<file path="config.mk">
export PLATFORM = sky130hd
export DESIGN_NAME = imem_loader
export DESIGN_NICKNAME = d
export VERILOG_FILES = /design/src/rtl/imem_loader_pkg.sv /design/src/rtl/loader_timeout.sv /design/src/rtl/imem_loader.sv
export SDC_FILE = /design/constraint.sdc
export NUM_CORES = 1
export LEC_CHECK = 0
export CAP_MARGIN = 15
export CORE_MARGIN = 4
export CORE_UTILIZATION = 42
export CTS_CLUSTER_DIAMETER = 60
export DETAILED_ROUTE_END_ITERATION = 7
export GPL_ROUTABILITY_DRIVEN = 0
export PLACE_DENSITY = 0.71
export SYNTH_ARGS = -nofsm -noshare
export SYNTH_HDL_FRONTEND = slang
export SYNTH_HIERARCHICAL = 1
export SYNTH_SLANG_ARGS = --single-unit
</file>
<file path="constraint.sdc">
create_clock -name CLOCK_50 -period 3.6 [get_ports CLOCK_50]
set_input_delay 0.54 -clock CLOCK_50 [delete_from_list [all_inputs] [get_ports CLOCK_50]]
set_output_delay 0.54 -clock CLOCK_50 [all_outputs]
set_load 0.02 [all_outputs]
</file>
<file path="src/rtl/imem_loader_pkg.sv">
// imem_loader_pkg: definitions shared by the instruction-memory loader.
//   IMEM_ADDR_W   : instruction memory address width (matches the 5-bit pc)
//   DEF_SYNC_BYTE : default frame start marker
//   DEF_TIMEOUT   : default idle-cycle limit between bytes inside a frame
//   state_t       : loader FSM states
package imem_loader_pkg;

  localparam int         IMEM_ADDR_W   = 5;
  localparam logic [7:0] DEF_SYNC_BYTE = 8'hA5;
  localparam int         DEF_TIMEOUT   = 50000;

  typedef enum logic [2:0] {
    IDLE,
    LEN,
    BYTES,
    WRITE,
    CSUM,
    DONE,
    ERR
  } state_t;

endpackage

</file>
<file path="src/rtl/loader_timeout.sv">
// loader_timeout: idle-cycle counter for the frame receiver.
//   CLOCK_50 : system clock, rising edge
//   rst_n    : synchronous active-low reset
//   clr      : clear the count (takes priority over en)
//   en       : count one cycle
//   expired  : count has reached TIMEOUT-1
module loader_timeout #(
  parameter int TIMEOUT = 50000
) (
  input  logic CLOCK_50,
  input  logic rst_n,
  input  logic clr,
  input  logic en,
  output logic expired
);

  localparam int CW = (TIMEOUT > 1) ? $clog2(TIMEOUT) : 1;

  logic [CW-1:0] cnt_q;

  assign expired = (cnt_q == CW'(TIMEOUT - 1));

  // Saturates at TIMEOUT-1; the owner acts on expired in that cycle.
  always_ff @(posedge CLOCK_50) begin
    if (!rst_n) begin
      cnt_q <= '0;
    end else if (clr) begin
      cnt_q <= '0;
    end else if (en && !expired) begin
      cnt_q <= cnt_q + CW'(1);
    end
  end

endmodule

</file>
<file path="src/rtl/imem_loader.sv">
// imem_loader: writes a program into instruction memory from a byte stream
// and holds the processor until a frame has loaded and verified cleanly.
// Frame: SYNC_BYTE, N (words), 4N data bytes (little-endian), XOR checksum
// (checksum = N ^ all data bytes).
//   CLOCK_50     : system clock, rising edge
//   rst_n        : synchronous active-low reset
//   rx_data      : incoming byte
//   rx_valid     : rx_data valid
//   rx_ready     : loader accepts a byte (transfer = rx_valid & rx_ready)
//   imem_we      : instruction memory write enable, one cycle per word
//   imem_addr    : write address
//   imem_wdata   : write data
//   cpu_hold     : processor held while high
//   done         : last frame loaded and verified
//   error        : last frame rejected
//   words_loaded : words of the current/last frame written so far
module imem_loader
  import imem_loader_pkg::*;
#(
  parameter int         ADDR_W    = IMEM_ADDR_W,
  parameter logic [7:0] SYNC_BYTE = DEF_SYNC_BYTE,
  parameter int         TIMEOUT   = DEF_TIMEOUT
) (
  input  logic              CLOCK_50,
  input  logic              rst_n,
  input  logic [7:0]        rx_data,
  input  logic              rx_valid,
  output logic              rx_ready,
  output logic              imem_we,
  output logic [ADDR_W-1:0] imem_addr,
  output logic [31:0]       imem_wdata,
  output logic              cpu_hold,
  output logic              done,
  output logic              error,
  output logic [ADDR_W:0]   words_loaded
);

  localparam int LW    = ADDR_W + 1;
  localparam int DEPTH = 1 << ADDR_W;

  state_t            state_q, state_nx;
  logic [LW-1:0]     len_q, len_nx;
  logic [LW-1:0]     cnt_q, cnt_nx;
  logic [1:0]        bidx_q, bidx_nx;
  logic [7:0]        csum_q, csum_nx;
  logic [31:0]       word_q, word_nx;
  logic [ADDR_W-1:0] addr_q, addr_nx;
  logic [31:0]       wdata_q, wdata_nx;

  logic accept;
  logic to_active;
  logic to_clr;
  logic to_en;
  logic to_expired;

  loader_timeout #(
    .TIMEOUT (TIMEOUT)
  ) u_timeout (
    .CLOCK_50 (CLOCK_50),
    .rst_n    (rst_n),
    .clr      (to_clr),
    .en       (to_en),
    .expired  (to_expired)
  );

  assign imem_addr    = addr_q;
  assign imem_wdata   = wdata_q;
  assign words_loaded = cnt_q;

  always_comb begin
    state_nx = state_q;
    len_nx   = len_q;
    cnt_nx   = cnt_q;
    bidx_nx  = bidx_q;
    csum_nx  = csum_q;
    word_nx  = word_q;
    addr_nx  = addr_q;
    wdata_nx = wdata_q;

    rx_ready = rst_n && (state_q != WRITE);
    imem_we  = (state_q == WRITE);
    cpu_hold = (state_q != DONE);
    done     = (state_q == DONE);
    error    = (state_q == ERR);
    accept   = rx_valid && rx_ready;

    // The idle counter only matters while a frame is in flight; it is
    // frozen during the write cycle and cleared everywhere else.
    to_active = (state_q inside {LEN, BYTES, CSUM});
    to_en     = to_active;
    to_clr    = accept || !(to_active || (state_q == WRITE));

    unique case (state_q)
      IDLE: begin
        if (accept && (rx_data == SYNC_BYTE)) state_nx = LEN;
      end
      LEN: begin
        if (accept) begin
          if ((rx_data == 8'd0) || (int'(rx_data) > DEPTH)) begin
            state_nx = ERR;
          end else begin
            len_nx   = LW'(rx_data);
            csum_nx  = rx_data;
            cnt_nx   = '0;
            bidx_nx  = '0;
            state_nx = BYTES;
          end
        end
      end
      BYTES: begin
        if (accept) begin
          word_nx[{bidx_q, 3'b000} +: 8] = rx_data;
          csum_nx = csum_q ^ rx_data;
          bidx_nx = bidx_q + 2'd1;
          // Last byte of the word: capture address and data so they stay
          // on the memory port after the write cycle.
          if (bidx_q == 2'd3) begin
            addr_nx  = cnt_q[ADDR_W-1:0];
            wdata_nx = word_nx;
            state_nx = WRITE;
          end
        end
      end
      WRITE: begin
        cnt_nx   = cnt_q + LW'(1);
        bidx_nx  = '0;
        state_nx = (cnt_q == (len_q - LW'(1))) ? CSUM : BYTES;
      end
      CSUM: begin
        if (accept) state_nx = (rx_data == csum_q) ? DONE : ERR;
      end
      DONE, ERR: begin
        if (accept && (rx_data == SYNC_BYTE)) state_nx = LEN;
      end
      default: state_nx = IDLE;
    endcase

    // A byte in the same cycle keeps the frame alive.
    if (to_active && to_expired && !accept) state_nx = ERR;
  end

  always_ff @(posedge CLOCK_50) begin
    if (!rst_n) begin
      state_q <= IDLE;
      cnt_q   <= '0;
      bidx_q  <= '0;
      csum_q  <= '0;
      addr_q  <= '0;
      wdata_q <= '0;
    end else begin
      state_q <= state_nx;
      cnt_q   <= cnt_nx;
      bidx_q  <= bidx_nx;
      csum_q  <= csum_nx;
      addr_q  <= addr_nx;
      wdata_q <= wdata_nx;
    end
  end

  // Frame length and word assembly are always rewritten before use.
  always_ff @(posedge CLOCK_50) begin
    len_q  <= len_nx;
    word_q <= word_nx;
  end

endmodule

</file>
Sequential cells grouped by signal name:
Other sequential cells in the stronger gray, the rest of the logic in the fainter gray.
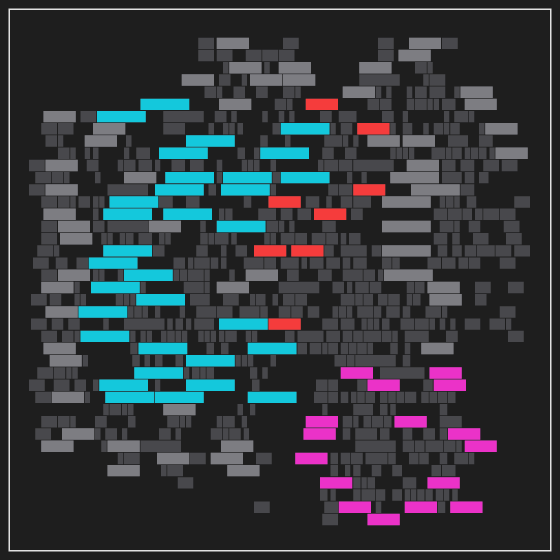
legend:
  `u_timeout/cnt_q`:
    color: magenta
    placed_flops: 16
  `csum_q`:
    color: red
    placed_flops: 8
  `word_q`:
    color: cyan
    placed_flops: 32

Gate-type map:
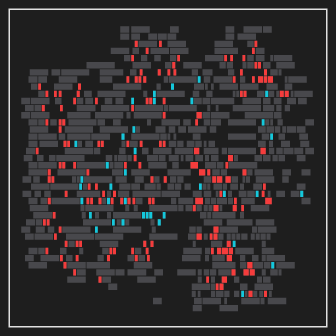
legend:
  inv cells:
    color: cyan
    cells: 37
  nand cells:
    color: red
    cells: 153
multi-input gate share of the layout cell area: 0.384
final instance count without filler cells: 807

==> metrics.json <==
{
  "pwr": {
    "p_per_area_mw_per_mm2": 369,
    "sequential_logic_power_mw": 1.28,
    "power_switching_share": 0.208,
    "vdd.ir_drop.worst_mv": 0.232,
    "totalPowerFinal_mw": 2.35,
    "power.static_leakage_nw": 2.15,
    "power.share.clock": 0.422,
    "power.share.combinational": 0.035
  },
  "routing": {
    "routedLengthMet1_um": 5850,
    "drc_viols": 0,
    "wirelength_um": 12400,
    "drt-wirelength-per-cell_um": 15.3,
    "drt-initial-drc-count": 409,
    "vias": 4338
  },
  "yosys": {
    "synth-area-yosys_mm2": 0.00530,
    "synthesized_area_fraction_occupied_by_xor_and_xnor_cells": 0.0430,
    "synth_cell_types": 59,
    "synth_seq_share": 0.487,
    "enable_flop_cells": 38,
    "synth.cellmix.simpleShare": 0.208,
    "synth.cellmix.adderShare": 0.0213,
    "post_synth_ao_oa_area_fraction": 0.188,
    "netlist_area_mm2": 0.00530,
    "fp_nets": 600,
    "synth.cells.most_frequent": "sky130_fd_sc_hd__nand2_1, sky130_fd_sc_hd__dfxtp_1, sky130_fd_sc_hd__o21ai_0"
  },
  "clock_tree": {
    "cts_setup_buffers": 0,
    "ctsResizeCount": 0,
    "postCtsHoldBufs": 0,
    "cts_tree": "done",
    "clock_path_buffers": 2,
    "htree_levels": 3
  },
  "die": {
    "floorplan.io_pins": 59,
    "pre_place_util": 0.436
  },
  "cells_and_area": {
    "seq-cell-share": 0.406,
    "nNonClkBuffers": 74,
    "layout.sequential_cells": 110,
    "nonClkBufAreaFrac": 0.109,
    "biggestCellCategory": "sequential cells",
    "num-nets-final": 654,
    "area.combinational_mm2": 0.00244,
    "area_overhead_of_the_layout_relative_to_synthesis_pct": 20.2,
    "lay_top_cells": "sky130_fd_sc_hd__nand2_1, sky130_fd_sc_hd__dfxtp_1, sky130_fd_sc_hd__clkdlybuf4s50_1, sky130_fd_sc_hd__o21ai_0, sky130_fd_sc_hd__edfxtp_1",
    "fill_cells": 1106,
    "nonClockInverterCount": 37
  },
  "timing": {
    "final_min_period_over_clock_period": 0.806,
    "maximum_clock_frequency_mhz": 345,
    "hold_viol": 0,
    "worst-slew-pin-transition_ns": 0.918,
    "setup_ws_ns": 0.698,
    "hold-worst-slack_ns": 0.454,
    "slew_headroom": 0.383,
    "grt_setup_unrepaired": "false"
  },
  "global_route": {
    "maximum_number_of_pins_on_one_net_before_global_route_repair": 38,
    "grt_use_total": 0.177,
    "global_route.peak_usage_layer": "met2",
    "grt.overflow.total": 0,
    "gr-usage-met1": 0.241
  },
  "status": {
    "status": "complete, no violations"
  },
  "min_path": {
    "hold_start": "imem_addr[4]"
  },
  "setup_path": {
    "reg2reg_from": "state_q[0]",
    "rrSetupSlack_ns": 0.81,
    "ff2ff_path_depth": 6,
    "end_of_the_worst_register_to_register_path": "u_timeout/cnt_q[13]",
    "worstSetupEndpointType": "primary output"
  },
  "job": {
    "maxcap_viol_count": 0,
    "log.warning_count": 31
  },
  "placement": {
    "port-buffer-count": 58,
    "placedCellCount": 791,
    "post_dp_cell_area_mm2": 0.00607
  }
}
Floorplan with the power grid:
Pins as bars on the die edge.
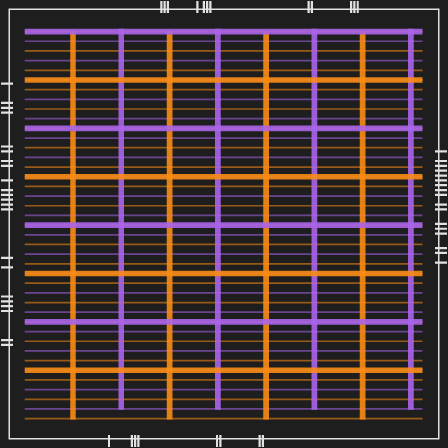
legend:
  VSS:
    color: orange
  VDD:
    color: purple
signal pins: 59
met5 straps: 8
met4 straps: 8
rows: 40

## how the worst max path moves through the flow
stage | from | end | slack (ns) | cells past startpoint
after floorplan | rx_valid | csum_q[4] | 0.87 | 5
after global placement | rx_data[4] | state_q[1] | 0.88 | 7
after detailed placement | rx_valid | imem_wdata[17] | 0.85 | 8
after CTS | state_q[0] | imem_we | 0.70 | 3
after global routing | state_q[0] | u_timeout/cnt_q[13] | 0.55 | 6
final | state_q[0] | imem_we | 0.70 | 3
## worst max-delay path: stages (launching register included)
cell and delay [ns]:
sky130_fd_sc_hd__dfxtp_1 0.70, sky130_fd_sc_hd__nand3b_1 0.40, sky130_fd_sc_hd__inv_1 0.27, sky130_fd_sc_hd__clkdlybuf4s50_1 0.64
Power and IR drop assume default switching activity.
